===== src/rtl/sprite_motion_ctrl_pkg.sv =====
// Shared definitions for the sprite motion block: coordinate widths,
// default 640x480 geometry and the per-frame update state machine encoding.
package sprite_motion_ctrl_pkg;

   localparam int unsigned COORD_W = 11;   // coordinate width shared with sync gen / renderer
   localparam int unsigned CALC_W  = 12;   // bounce arithmetic width (one bit of headroom)
   localparam int unsigned SPD_W   = 4;

   localparam int unsigned H_ACTIVE_DEF = 640;
   localparam int unsigned V_ACTIVE_DEF = 480;
   localparam int unsigned SPRITE_W_DEF = 16;
   localparam int unsigned SPRITE_H_DEF = 16;

   typedef enum logic [2:0] {
      ST_IDLE   = 3'd0,
      ST_LATCH  = 3'd1,
      ST_STEP_X = 3'd2,
      ST_STEP_Y = 3'd3,
      ST_DONE   = 3'd4
   } state_e;

   // Leading edge of vsync given the previous and current level and pulse polarity.
   function automatic logic vs_leading(input logic prev, input logic cur, input logic act_low);
      return act_low ? (prev & ~cur) : (~prev & cur);
   endfunction

endpackage


===== src/rtl/sprite_axis_step.sv =====
// One-axis position step with edge bounce. Purely combinational; used once
// for X and once for Y.
module sprite_axis_step
   import sprite_motion_ctrl_pkg::*;
(
   input  logic [COORD_W-1:0] pos,
   input  logic               dir,
   input  logic [SPD_W-1:0]   spd,
   input  logic [COORD_W-1:0] max,
   output logic [COORD_W-1:0] new_pos,
   output logic               new_dir
);

   logic [CALC_W-1:0] p, s, m, nx, over, under;

   // Advance by spd; reflect off max (moving +) or off zero (moving -).
   always_comb begin
      p       = CALC_W'(pos);
      s       = CALC_W'(spd);
      m       = CALC_W'(max);
      nx      = dir ? (p - s) : (p + s);
      over    = nx - m;
      under   = s - p;
      new_pos = nx[COORD_W-1:0];
      new_dir = dir;
      if (!dir && (nx > m)) begin
         new_dir = 1'b1;
         new_pos = (over > m) ? '0 : COORD_W'(m - over);
      end else if (dir && (p < s)) begin
         new_dir = 1'b0;
         new_pos = (under > m) ? max : COORD_W'(under);
      end
   end

endmodule


===== src/rtl/sprite_motion_ctrl.sv =====
// Sprite position owner: once per frame, on the vsync leading edge, latches
// the speed, applies pending collision reversals, steps X then Y with edge
// bounce, and pulses frame_tick when done.
module sprite_motion_ctrl
   import sprite_motion_ctrl_pkg::*;
#(
   parameter int unsigned H_ACTIVE      = H_ACTIVE_DEF,
   parameter int unsigned V_ACTIVE      = V_ACTIVE_DEF,
   parameter int unsigned SPRITE_W      = SPRITE_W_DEF,
   parameter int unsigned SPRITE_H      = SPRITE_H_DEF,
   parameter int unsigned X_INIT        = 128,
   parameter int unsigned Y_INIT        = 128,
   parameter bit          VSYNC_ACT_LOW = 1'b1
) (
   input  logic               CLK,
   input  logic               RST,
   input  logic               vsync,
   input  logic               enable,
   input  logic [SPD_W-1:0]   speed,
   input  logic               hit_x,
   input  logic               hit_y,
   output logic [COORD_W-1:0] sprite_x,
   output logic [COORD_W-1:0] sprite_y,
   output logic               dir_x,
   output logic               dir_y,
   output logic               frame_tick
);

   localparam logic [COORD_W-1:0] XMAX   = COORD_W'(H_ACTIVE - SPRITE_W);
   localparam logic [COORD_W-1:0] YMAX   = COORD_W'(V_ACTIVE - SPRITE_H);
   localparam logic [COORD_W-1:0] X_RST  = COORD_W'(X_INIT);
   localparam logic [COORD_W-1:0] Y_RST  = COORD_W'(Y_INIT);
   localparam logic               VS_IDLE = VSYNC_ACT_LOW;   // inactive vsync level

   state_e             state_q;
   logic [COORD_W-1:0] x_q, y_q;
   logic               dx_q, dy_q;
   logic [SPD_W-1:0]   spd_q;
   logic               tick_q;
   logic               vs_q, edge_q;
   logic               hx_q, hx_d, hy_q, hy_d;
   logic [COORD_W-1:0] nx_x, nx_y;
   logic               ndir_x, ndir_y;
   logic               lead;

   assign lead = vs_leading(vs_q, vsync, VSYNC_ACT_LOW);

   sprite_axis_step u_step_x (
      .pos     (x_q),
      .dir     (dx_q),
      .spd     (spd_q),
      .max     (XMAX),
      .new_pos (nx_x),
      .new_dir (ndir_x)
   );

   sprite_axis_step u_step_y (
      .pos     (y_q),
      .dir     (dy_q),
      .spd     (spd_q),
      .max     (YMAX),
      .new_pos (nx_y),
      .new_dir (ndir_y)
   );

   // vsync history and edge pulse; edges seen outside IDLE are dropped, not queued.
   always_ff @(posedge CLK or posedge RST) begin
      if (RST) begin
         vs_q   <= VS_IDLE;
         edge_q <= 1'b0;
      end else begin
         vs_q   <= vsync;
         edge_q <= lead && (state_q == ST_IDLE);
      end
   end

   // Sticky hit latches: cleared in STEP_Y, but a pulse in that same cycle survives.
   always_comb begin
      hx_d = hx_q | hit_x;
      hy_d = hy_q | hit_y;
      if (state_q == ST_STEP_Y) begin
         hx_d = hit_x;
         hy_d = hit_y;
      end
   end

   // Hit latch registers.
   always_ff @(posedge CLK or posedge RST) begin
      if (RST) begin
         hx_q <= 1'b0;
         hy_q <= 1'b0;
      end else begin
         hx_q <= hx_d;
         hy_q <= hy_d;
      end
   end

   // Per-frame update FSM with registered position, direction and tick outputs.
   always_ff @(posedge CLK or posedge RST) begin
      if (RST) begin
         state_q <= ST_IDLE;
         x_q     <= X_RST;
         y_q     <= Y_RST;
         dx_q    <= 1'b0;
         dy_q    <= 1'b0;
         spd_q   <= '0;
         tick_q  <= 1'b0;
      end else begin
         tick_q <= 1'b0;
         unique case (state_q)
            ST_IDLE: begin
               if (edge_q) state_q <= ST_LATCH;
            end
            ST_LATCH: begin
               spd_q <= speed;
               if (hx_q) dx_q <= ~dx_q;
               if (hy_q) dy_q <= ~dy_q;
               state_q <= ST_STEP_X;
            end
            ST_STEP_X: begin
               if (enable) begin
                  x_q  <= nx_x;
                  dx_q <= ndir_x;
               end
               state_q <= ST_STEP_Y;
            end
            ST_STEP_Y: begin
               if (enable) begin
                  y_q  <= nx_y;
                  dy_q <= ndir_y;
               end
               tick_q  <= 1'b1;
               state_q <= ST_DONE;
            end
            ST_DONE: begin
               state_q <= ST_IDLE;
            end
            default: state_q <= ST_IDLE;
         endcase
      end
   end

   assign sprite_x   = x_q;
   assign sprite_y   = y_q;
   assign dir_x      = dx_q;
   assign dir_y      = dy_q;
   assign frame_tick = tick_q;

endmodule


===== config.mk =====
export PLATFORM = sky130hd
export DESIGN_NAME = sprite_motion_ctrl
export DESIGN_NICKNAME = d
export VERILOG_FILES = /design/src/rtl/sprite_motion_ctrl_pkg.sv /design/src/rtl/sprite_axis_step.sv /design/src/rtl/sprite_motion_ctrl.sv
export SDC_FILE = /design/constraint.sdc
export NUM_CORES = 1
export LEC_CHECK = 0
export ABC_CLOCK_PERIOD_IN_PS = 4500
export CAP_MARGIN = 20
export CORE_MARGIN = 8
export CORE_UTILIZATION = 28
export CTS_BUF_LIST = sky130_fd_sc_hd__clkbuf_4 sky130_fd_sc_hd__clkbuf_8
export DETAILED_ROUTE_END_ITERATION = 10
export PLACE_DENSITY_LB_ADDON = 0.1
export RECOVER_POWER = 25
export SLEW_MARGIN = 20
export SYNTH_ARGS = -nofsm -noshare
export SYNTH_HDL_FRONTEND = slang
export SYNTH_HIERARCHICAL = 1
export SYNTH_SLANG_ARGS = --single-unit

===== constraint.sdc =====
create_clock -name CLK -period 4.5 [get_ports CLK]
set_input_delay 1.125 -clock CLK [delete_from_list [all_inputs] [get_ports CLK]]
set_output_delay 1.125 -clock CLK [all_outputs]
set_load 0.01 [all_outputs]

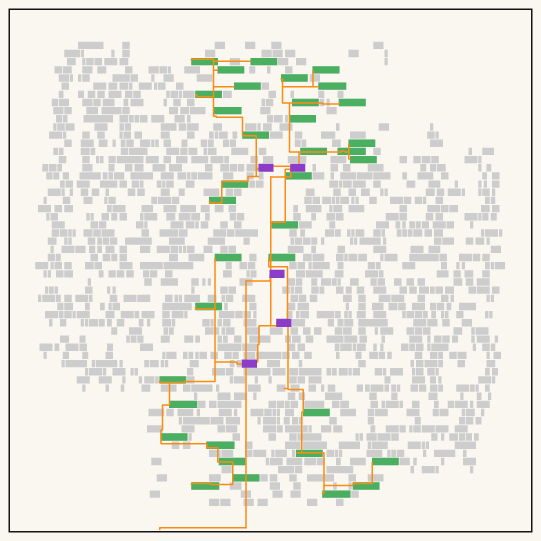
Figure 1: run 1, routed clock nets over the placement.
Drawn at 3 px/µm.
[purple] cells driving clock nets | count: 5
[orange] clock wires | length: 746 µm
[green] flip-flops | count: 36
routed clock nets	6

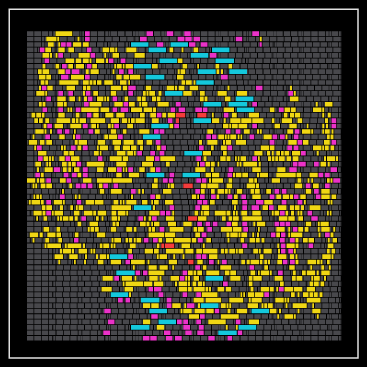
Figure 2: run 1, cell classes on the final placement.
Drawn at 2 px/µm. Fill, decap, tap and diode cells in gray.
color	class	cells
cyan	flip-flops	36
magenta	other buffers and delay cells	258
yellow	all other logic	826
red	clock drivers and dummy loads	8

==> reports/qor.txt, run 1 <==
Max cap viols: 1
Most frequent cell after synthesis: ha_1
Number of diodes: 0
# setup viols final: 23
Final Slew Violations: 37
Top cells, area: ha_1 (20%), dfrtp_1 (12%), xnor2_1 (5.4%)
Violated checks: capacitance limit, slew limit, setup timing
Post-route setup slack: -403 ps
Worst-Margin Slew: 2280 ps
Status: finished with violations
Worst Setup SP: spd_q[1]$_DFFE_PP0P_
Setup crit end kind: flop
Largest net degree at the start of global routing: 37
Post-CTS resize count: 74
GR Util All Layers: 14.9%
Post-synth top cells: ha_1 (112), inv_1 (85), nor2_1 (62)
IO buf count: 34
CTS Hold Buffers Added: 0
Min-delay src: hy_q$_DFF_PP0_
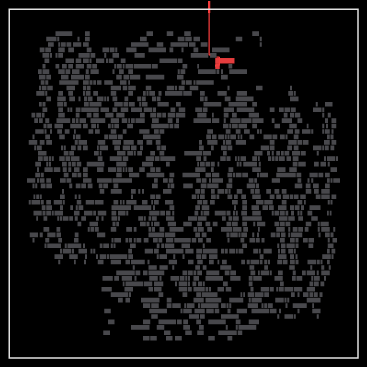
Figure 3: run 1, nets reached from selected ports.
Drawn at 2 px/µm.
color	port	bits	direction	end cells	wire
red	vsync	1	input	2	30.7 µm

==> run 1: worst register-to-register path, stage by stage (launching register included) <==
cell      delay [ps]
dfrtp_2          420
buf_6            120
ha_4             280
or3b_4           390
a211oi_4         320
nor2_2            80
a31oi_4          180
xnor2_2          130
ha_4             180
or3_1            360
o21ai_2          180
o21ba_4          190
o21bai_4          60
a21oi_2          180
xnor2_1          140
ha_1             280
buf_6            140
inv_4             70
nor2_1            50
a211o_1          280
a311o_1          310
a22o_2           220
mux2_4           260
==> run 1: final cells by class <==
type	count	area, µm²
inverters	86	325
flip-flops and latches	36	910
multi-input cells	740	6450
clock buffers	5	68.8
well taps	324	405
repair buffers	258	2060
clock inverters	3	18.8
fillers	2537	14200
--- run 2 (diff from run 1) ---
--- a/config.mk
+++ b/config.mk
@@ -8,9 +8,10 @@
 export ABC_CLOCK_PERIOD_IN_PS = 4500
 export CAP_MARGIN = 20
 export CORE_MARGIN = 8
-export CORE_UTILIZATION = 28
+export CORE_UTILIZATION = 52
 export CTS_BUF_LIST = sky130_fd_sc_hd__clkbuf_4 sky130_fd_sc_hd__clkbuf_8
 export DETAILED_ROUTE_END_ITERATION = 10
+export GPL_TIMING_DRIVEN = 0
 export PLACE_DENSITY_LB_ADDON = 0.1
 export RECOVER_POWER = 25
 export SLEW_MARGIN = 20
==> reports/qor.txt, run 2 <==
Initial drt markers: 386
Top cells, area: ha_1 (20%), dfrtp_1 (12%), xnor2_1 (5.4%)
Ys async rst share: 100%
Multi-In Gates: 739 (-0.14%)
Pre-CTS WS: -939 ps
GR Util All Layers: 22.8% (+8.0 points)
Min-delay src: hx_q$_DFF_PP0_
Non-clock buffers: 134 (-48%)
Top Usage Layer GRT: met2
Flops: 36 (unchanged)
Violated checks: capacitance limit, slew limit, setup timing
IO buf count: 34 (unchanged)
# setup viols final: 23 (unchanged)
CTS Hold Buffers Added: 0 (unchanged)
Clk tree area frac: 0.988% (+0.13 points)
Cell type taking the most area: combinational gates
Fill cells: 1109 (-56%)
Comb area: 6190 µm² (-4.0%)
Logic share of the area: 69.8% (+6.8 points)
Drt total wl: 20.9 mm
Status: finished with violations
Antenna violations before repair: 0
Max cap viols: 1 (unchanged)
RSZ-0062 raised after global routing: yes
XOR Share, Synth: 8.69%
Dpl cells: 1099
Clock skew: 11.5 ps
Met1 WL: 7.96 mm
Worst Setup SP: spd_q[1]$_DFFE_PP0P_
Post-synth top cells: ha_1 (112), inv_1 (85), nor2_1 (62)
Setup crit end kind: flop
Final setup TNS: -10270 ps
Most frequent cell after synthesis: ha_1
Fmax: 0.197 GHz
Final period util: 113%
Final Slew Violations: 31 (-16%)
Non-clk buf share: 12.7% (-7.4 points)
Non-clk invs: 86 (unchanged)
Worst-Margin Slew: 1780 ps (-504 ps)
Dominant Register Cell: dfrtp_1
TAP cells: 176 (-46%)
Post-CTS resize count: 45 (-39%)
Largest net degree at the start of global routing: 31 (-16%)
Synth warn: 6
Clock buffers: 5 (unchanged)
Register area: 915 µm² (+0.55%)
Number of diodes: 0 (unchanged)
Post-route setup slack: -574 ps (-171 ps)
==> run 2: cell types whose count changed in the layout (fill, tap and decap cells not counted), sizes merged <==
cell | before | now
buf | 223 | 89
clkbuf | 6 | 16
clkinv | 4 | 3
inv | 85 | 86
o211a | 3 | 2
==> run 2: worst max-delay path, delay by kind of cell (launching register included) <==
family	cells	cell delay (ps)
adder cells (fa/ha/maj)	3	920
flip-flops	1	480
multiplexers	1	260
buffers and inverters	2	310
AND/OR/NAND/NOR	5	790
AND-OR/OR-AND	8	1870
XOR/XNOR	2	320
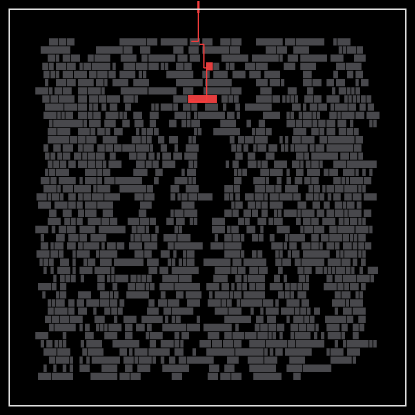
Figure 4: run 2, nets reached from selected ports.
Drawn at 3 px/µm.
color	port	bits	direction	end cells	wire
red	vsync	1	input	2	41.4 µm

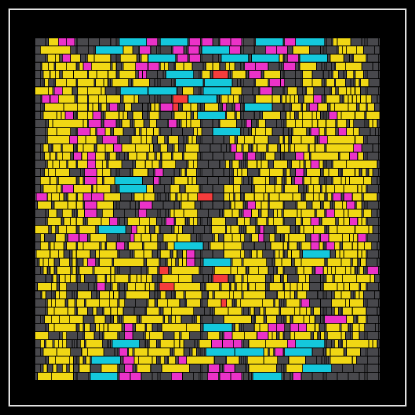
Figure 5: run 2, cell classes on the final placement.
Drawn at 3 px/µm. Fill, decap, tap and diode cells in gray.
post-route cell area: 8870 µm²
Core Util, Final: 67.5%
Seq/total area: 10.3%
Core ar.: 13100 µm²
row count: 42

